Routed metal, one color a layer:
Bar = 20 microns.
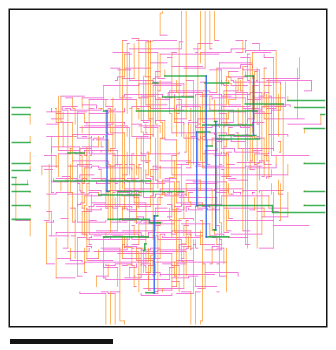
Routing congestion:
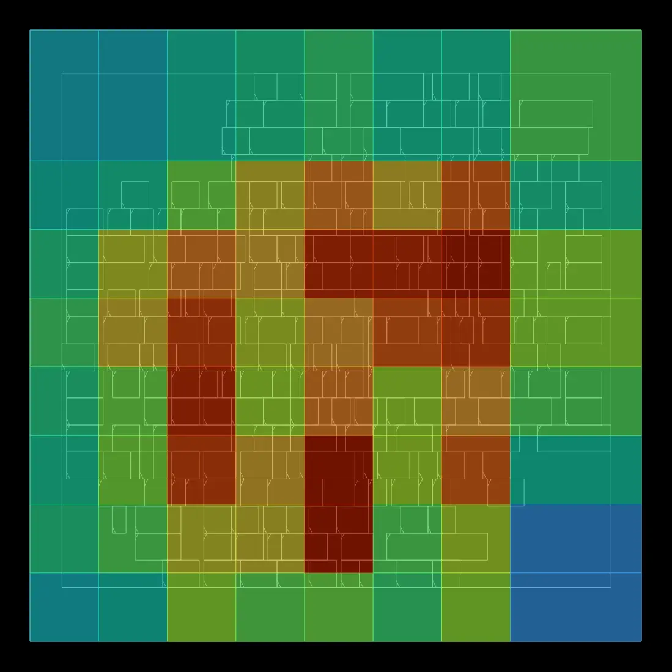
Signal metal coverage by tile:
Bar = 20 microns. 12 x 12 tiles, from dark blue (low) to red (high), scaled to the fullest tile. Values are wire area over tile area, all layers added.
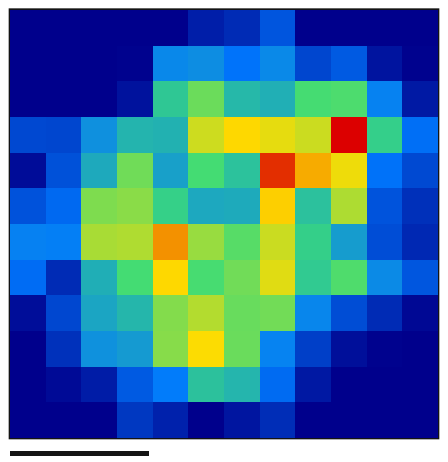
Placement by cell class:
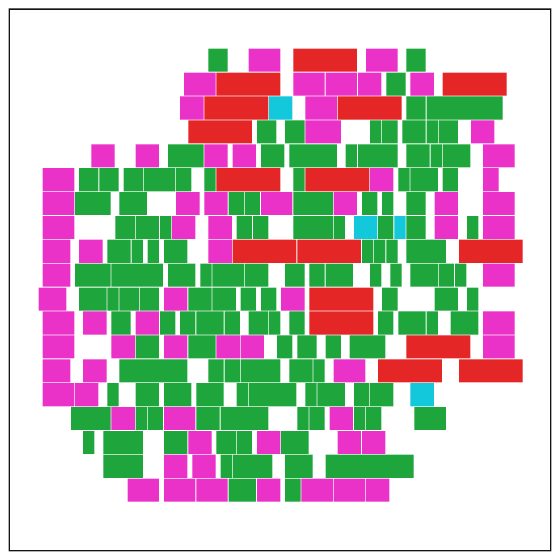
Sequential cells grouped by signal name:
Bar = 20 microns.
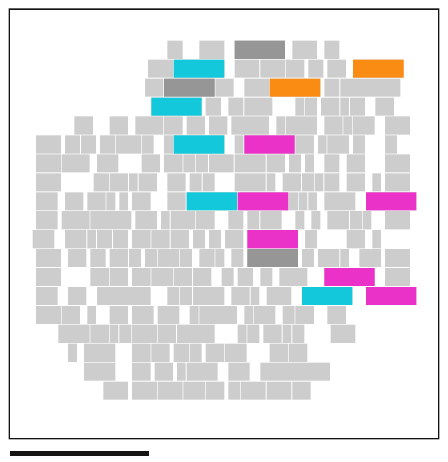
<file path="src/rtl/alu_ctrl_seq.sv">
// alu_ctrl_seq: registered RV32I/RV32M ALU-control decoder with valid/ready hold and MUL/DIV latency sequencing
// Ports:
//   clk, rst_n      clock (rising edge) and synchronous active-low reset
//   flush           drop any held or in-flight op, return to IDLE
//   in_valid/in_ready/inst        upstream instruction handshake
//   out_valid/out_ready/alu_ctl/illegal  downstream decoded-op handshake
//   mdu_start       one-cycle pulse when a multiply/divide op begins
//   mdu_busy        high for the whole multi-cycle MDU window
module alu_ctrl_seq #(
  parameter int INST_WIDTH    = 32,
  parameter int ALU_CTL_WIDTH = 5,
  parameter bit ENABLE_M      = 1'b1,
  parameter int MUL_LAT       = 2,
  parameter int DIV_LAT       = 33,
  parameter int CNT_WIDTH     = 6
) (
  input  logic                     clk,
  input  logic                     rst_n,
  input  logic                     flush,
  input  logic                     in_valid,
  output logic                     in_ready,
  input  logic [INST_WIDTH-1:0]    inst,
  output logic                     out_valid,
  input  logic                     out_ready,
  output logic [ALU_CTL_WIDTH-1:0] alu_ctl,
  output logic                     illegal,
  output logic                     mdu_start,
  output logic                     mdu_busy
);
  typedef enum logic [1:0] {IDLE, HOLD, MDU} state_t;
  state_t               state;
  logic [CNT_WIDTH-1:0] cnt;
  logic [CNT_WIDTH-1:0] lat;
  logic [6:0]           op;
  logic [2:0]           f3;
  logic [6:0]           f7;
  logic [4:0]           code;
  logic [4:0]           base;
  logic                 ill;
  logic                 is_m;
  logic                 accept;
  assign op = inst[6:0];
  assign f3 = inst[14:12];
  assign f7 = inst[31:25];
  // funct3 -> code for the plain (funct7=0) R/I arithmetic slot
  always_comb begin
    base = 5'd0;
    case (f3)
      3'd0: base = 5'd0;
      3'd1: base = 5'd5;
      3'd2: base = 5'd8;
      3'd3: base = 5'd9;
      3'd4: base = 5'd2;
      3'd5: base = 5'd6;
      3'd6: base = 5'd3;
      default: base = 5'd4;
    endcase
  end
  // illegal paths leave code at ADD
  always_comb begin
    code = 5'd0;
    ill  = 1'b0;
    is_m = 1'b0;
    case (op)
      7'b0110011: begin
        if (f7 == 7'b0000000) code = base;
        else if (f7 == 7'b0100000 && f3 == 3'd0) code = 5'd1;
        else if (f7 == 7'b0100000 && f3 == 3'd5) code = 5'd7;
        else if (f7 == 7'b0000001 && ENABLE_M) begin
          code = 5'd12 + {2'b00, f3};
          is_m = 1'b1;
        end
        else ill = 1'b1;
      end
      7'b0010011: begin
        if (f3 == 3'd1) begin
          if (f7 == 7'b0000000) code = 5'd5;
          else ill = 1'b1;
        end
        else if (f3 == 3'd5) begin
          if (f7 == 7'b0000000) code = 5'd6;
          else if (f7 == 7'b0100000) code = 5'd7;
          else ill = 1'b1;
        end
        else code = base;
      end
      7'b0000011: ill = (f3 == 3'd3) || (f3 == 3'd6) || (f3 == 3'd7);
      7'b0100011: ill = f3[2] || (f3 == 3'd3);
      7'b0010111: code = 5'd0;
      7'b1100011: begin
        if (f3[2:1] == 2'b00) code = 5'd1;
        else if (f3[2:1] == 2'b10) code = 5'd8;
        else if (f3[2:1] == 2'b11) code = 5'd9;
        else ill = 1'b1;
      end
      7'b1101111: code = 5'd10;
      7'b1100111: begin
        if (f3 == 3'd0) code = 5'd10;
        else ill = 1'b1;
      end
      7'b0110111: code = 5'd11;
      default: ill = 1'b1;
    endcase
  end
  // funct3[2] separates DIV/REM from MUL within the M group
  assign lat      = f3[2] ? CNT_WIDTH'(DIV_LAT - 1) : CNT_WIDTH'(MUL_LAT - 1);
  assign in_ready = rst_n & ((state == IDLE) | ((state == HOLD) & out_ready)) & ~flush;
  assign accept   = in_valid & in_ready;
  always_ff @(posedge clk) begin
    if (!rst_n) begin
      state     <= IDLE;
      cnt       <= '0;
      out_valid <= 1'b0;
      alu_ctl   <= '0;
      illegal   <= 1'b0;
      mdu_start <= 1'b0;
      mdu_busy  <= 1'b0;
    end
    else if (flush) begin
      state     <= IDLE;
      cnt       <= '0;
      out_valid <= 1'b0;
      mdu_start <= 1'b0;
      mdu_busy  <= 1'b0;
    end
    else begin
      mdu_start <= 1'b0;
      if (accept) begin
        alu_ctl   <= ALU_CTL_WIDTH'(code);
        illegal   <= ill;
        state     <= is_m ? MDU : HOLD;
        out_valid <= ~is_m;
        mdu_start <= is_m;
        mdu_busy  <= is_m;
        cnt       <= is_m ? lat : '0;
      end
      else if (state == HOLD && out_ready) begin
        state     <= IDLE;
        out_valid <= 1'b0;
      end
      else if (state == MDU) begin
        if (cnt == '0) begin
          state     <= HOLD;
          out_valid <= 1'b1;
          mdu_busy  <= 1'b0;
        end
        else cnt <= cnt - 1'b1;
      end
    end
  end
endmodule

</file>
<file path="config.mk">
export PLATFORM = sky130hd
export DESIGN_NAME = alu_ctrl_seq
export DESIGN_NICKNAME = d
export VERILOG_FILES = /design/src/rtl/alu_ctrl_seq.sv
export SDC_FILE = /design/constraint.sdc
export NUM_CORES = 1
export LEC_CHECK = 0
export CAP_MARGIN = 20
export CORE_MARGIN = 3
export CORE_UTILIZATION = 42
export CTS_BUF_LIST = sky130_fd_sc_hd__clkbuf_4
export CTS_CLUSTER_SIZE = 12
export DETAILED_ROUTE_END_ITERATION = 10
export PLACE_DENSITY = 0.86
export SYNTH_ARGS = -nofsm -noshare
export SYNTH_HDL_FRONTEND = slang
export SYNTH_SLANG_ARGS = --single-unit
</file>
<file path="constraint.sdc">
create_clock -name clk -period 1.89 [get_ports clk]
set_input_delay 0.378 -clock clk [delete_from_list [all_inputs] [get_ports clk]]
set_output_delay 0.378 -clock clk [all_outputs]
set_load 0.01 [all_outputs]
</file>
==> impl_metrics.toml <==
# synthesis and place-and-route metrics
[hold_path]
hold_class = "reg -> reg"
min_to = "cnt[5]$_SDFFE_PP0P_"
min_path_cells = 2
hold_start = "cnt[5]$_SDFFE_PP0P_"

[synth]
synth_adder_area_share_pct = 5.81
mux_share_pct = 0.871
top_area_cell = "dfxtp_1"
async_flop_share_pct = 0
xor_share_pct = 2.71
synthDominantCellAreaShare_pct = 24.8
ff_type = "dfxtp_1"
edf_count = 0
synthSimpleGateAreaFrac_pct = 28.1
synth_cell_types = 50
compound_area_share_pct = 30.9
ys_seq_share_pct = 24.8
yosysWarnings = 0
area_leaders = "dfxtp_1, ha_1, nor2_1"
ys.flops = 16
ys_area_sq_um = 1290
yosysCellCount = 164
synthCells = 164
fp_nets = 207
syn_area_sq_um = 1290
postSynthAreaPerCell_sq_um = 7.88

[placement]
hpwl_microns = 2830
port_buffers = 31
placedCellCount = 253
gp_congestion = 0.911
placed_area_sq_um = 1870
post-place-ws_ns = -0.474

[final_timing]
setup_viol = 0
min_period_ns = 1.83
hold_ws_ns = 0.494
worst_pin_slew_ns = 0.469
worst_slack_ns = 0.0552
slew_violations = 0
fmax_mhz = 545
slew_headroom_pct = 67.9
rsz0062_at_grt = "no"
hold_violations = 0
fin_skew_ns = 0.00240

[critical_path]
end_kind = "register"
critPathMaxFanout = 5
arrival_ns = 2.04
criticalPathCategory = "in -> reg"
r2r_cells = 7
critPathLaunchType = "input pin"
r2r_slack_ns = 0.24
r2r-end = "cnt[0]$_SDFFE_PP0P_"
reg2reg_from = "cnt[0]$_SDFFE_PP0P_"

[run]
cap_violations = 0
tool_warnings = 45

[grt]
grt.met2_usage_pct = 39.4
antenna_found_initial = 0
overflow = 0
grt_pass1_wl_microns = 6340
grt_pass1_vias = 1422
track_usage_pct = 22.0

[layout]
regArea_sq_um = 320
fillCellCount = 247
instances_no_fill = 259
antenna-diode-count = 0
area_growth_pct = 52.2
finalInstanceArea_sq_um = 1970
drive_gt1_share_pct = 26.3
nNetsFinal = 272
mi_logic_area_sq_um = 947

[floorplan]
die-area_sq_um = 3780
ios = 47
fp_util_pct = 45.3
die_w_microns = 61.5
coreArea_sq_um = 2850
die_height_microns = 61.5
rows = 19

[power_and_ir_drop]
p_leak_nw = 0.743
p_per_area_nw_per_um2 = 399
ir_worst_vdd_mv = 0.215
fin_total_pwr_uw = 784

[clock_network]
cts_tree = "done"
cts_buffer_depth = 2
cts_hold_buf = 0
clk_pin_slew_worst_paths_ns = 0.10
cts_buffers = 3
htree_num_levels = 1
clock-sinks = 16
clk_latency_ns = 0.30
cts-root-buf = "clkbuf_4"

[routing]
via_per_inst = 5.96
drt_pass1_iterations = 4
vias = 1543
antenna_left = 0
drt-total-wl_microns = 3910
post-route-drc-count = 0
drt_iter0_markers = 112
post_drt_wl_per_cell_microns = 15.1

[status]
outcome = "completed"
## Picture notes: 'routed metal, one color a layer'
met2 -> orange  # wire length 1,960 microns
met3 -> green  # wire length 239 microns
met1 -> magenta  # wire length 1,600 microns
met4 -> blue  # wire length 109 microns

## Picture notes: 'routing congestion'
busiest grt layer: met2
GR Util met1: 26.6%
met3 global-route usage: 2.94%

## Picture notes: 'signal metal coverage by tile'
nearly empty tiles = 23%
fullest tile = 0.59
mean over tiles = 0.17
densest ninth of the die = center
emptiest ninth of the die = south-east

## Picture notes: 'placement by cell class'
all other logic -> green  # cells 138
other buffers and delay cells -> magenta  # cells 70
flip-flops -> red  # cells 16
clock drivers and dummy loads -> cyan  # cells 4

## Picture notes: 'sequential cells grouped by signal name'
alu_ctl -> cyan  # flops 5
cnt -> magenta  # flops 6
state -> orange  # flops 2
not colored = 3

[worst max-delay path, stage by stage]
cell and delay [ns]:
clkdlybuf4s50_1 0.48, inv_1 0.06, buf_4 0.15, ha_1 0.19, nor2_1 0.08, nor3_1 0.05, a211oi_1 0.29, o21ai_0 0.14
o221a_2 0.23
[flip-flops by register name, indices dropped and copies added, names as in the netlist]
name,flops
mdu_busy,1
cnt,6
illegal,1
state,2
mdu_start,1
alu_ctl,5
[cell usage after synthesis (2+ instances only)]
cell	instances
nand3_1	5
o211ai_1	2
xor2_1	4
a311oi_1	2
ha_1	6
and2_1	2
nor2_1	14
nand3b_1	3
a31oi_1	6
nor4b_1	3
clkbuf_1	3
o21ai_0	10
dfxtp_1	16
inv_1	10
buf_2	5
o2111ai_1	3
nor3_1	6
o21bai_1	2
nor4_1	2
nor2b_1	5
nand2b_1	3
a21oi_1	10
nand2_1	9
a211oi_1	6
a2111oi_0	2
[worst max-delay path by stage]
| stage | start | endpoint | cells past startpoint |
|---|---|---|---|
| finish | inst[13] | alu_ctl[3]$_SDFFE_PN0P_ | 9 |
| global placement | inst[28] | alu_ctl[0]$_SDFFE_PN0P_ | 6 |
| floorplan | inst[14] | alu_ctl[0]$_SDFFE_PN0P_ | 9 |
| global route | inst[31] | alu_ctl[0]$_SDFFE_PN0P_ | 6 |
| detailed placement | inst[28] | mdu_busy$_SDFFE_PP0P_ | 7 |
| CTS | inst[3] | cnt[5]$_SDFFE_PP0P_ | 6 |
[metrics by stage]
| step | utilization (%) | TNS (ns) |
|---|---|---|
| 6_report | 68.9 | 0 |
| 5_1_grt | 68.9 | 0 |
| 4_1_cts | 67.6 | 0 |
| 3_5_place_dp | 65.5 | -4.98 |
| 3_3_place_gp | 65.5 | -3.95 |
| 2_1_floorplan | - | 0 |
[placed cells by master, fill, tap and decap left out, types with 2 or more instances in the layout]
cell,instances
o21bai_1,2
clkdlybuf4s50_1,26
and2_1,2
nor4b_2,2
nand3_1,5
nand2b_1,3
ha_1,6
nand2_1,9
a21oi_1,9
a2111oi_0,2
xor2_1,4
a31oi_1,6
dfxtp_1,16
nand3b_1,3
a311oi_1,2
o211ai_1,2
nor2b_1,5
nor2_1,14
a211oi_1,6
buf_4,38
nor3_1,5
clkbuf_4,3
dlygate4sd2_1,4
inv_1,10
o2111ai_1,3
o21ai_0,10
[layout make-up]
class | instances | share of cell area [%]
timing repair buffer | 70 | 30.3
tap | 31 | 1.97
clock inverter | 1 | 0.191
inverter | 10 | 1.91
clock buffer | 3 | 1.15
multi-input combinational | 128 | 48.2
sequential | 16 | 16.3
[what timing repair did]
| item | CTS | global route |
|---|---|---|
| setup endpoints to repair | 8 | 8 |
| resized | 11 | 9 |
| cloned | 0 | 0 |
| setup buffers | 2 | 0 |
| pin swaps | 4 | 2 |
[routing by layer]
metal,vias up,wire (microns)
met4,0,108
li1,751,-
met3,13,239
met2,59,1960
met5,-,0
met1,720,1600
[power breakdown]
group          internal, mW  switching [mW]  total [mW]  leakage, nW
Combinational         0.126           0.116       0.242        0.599
Clock                0.0771           0.118       0.195       0.0154
Sequential            0.343         0.00461       0.348        0.129
Total                 0.546           0.238       0.784        0.743
Power is estimated from default activity; no workload was simulated.
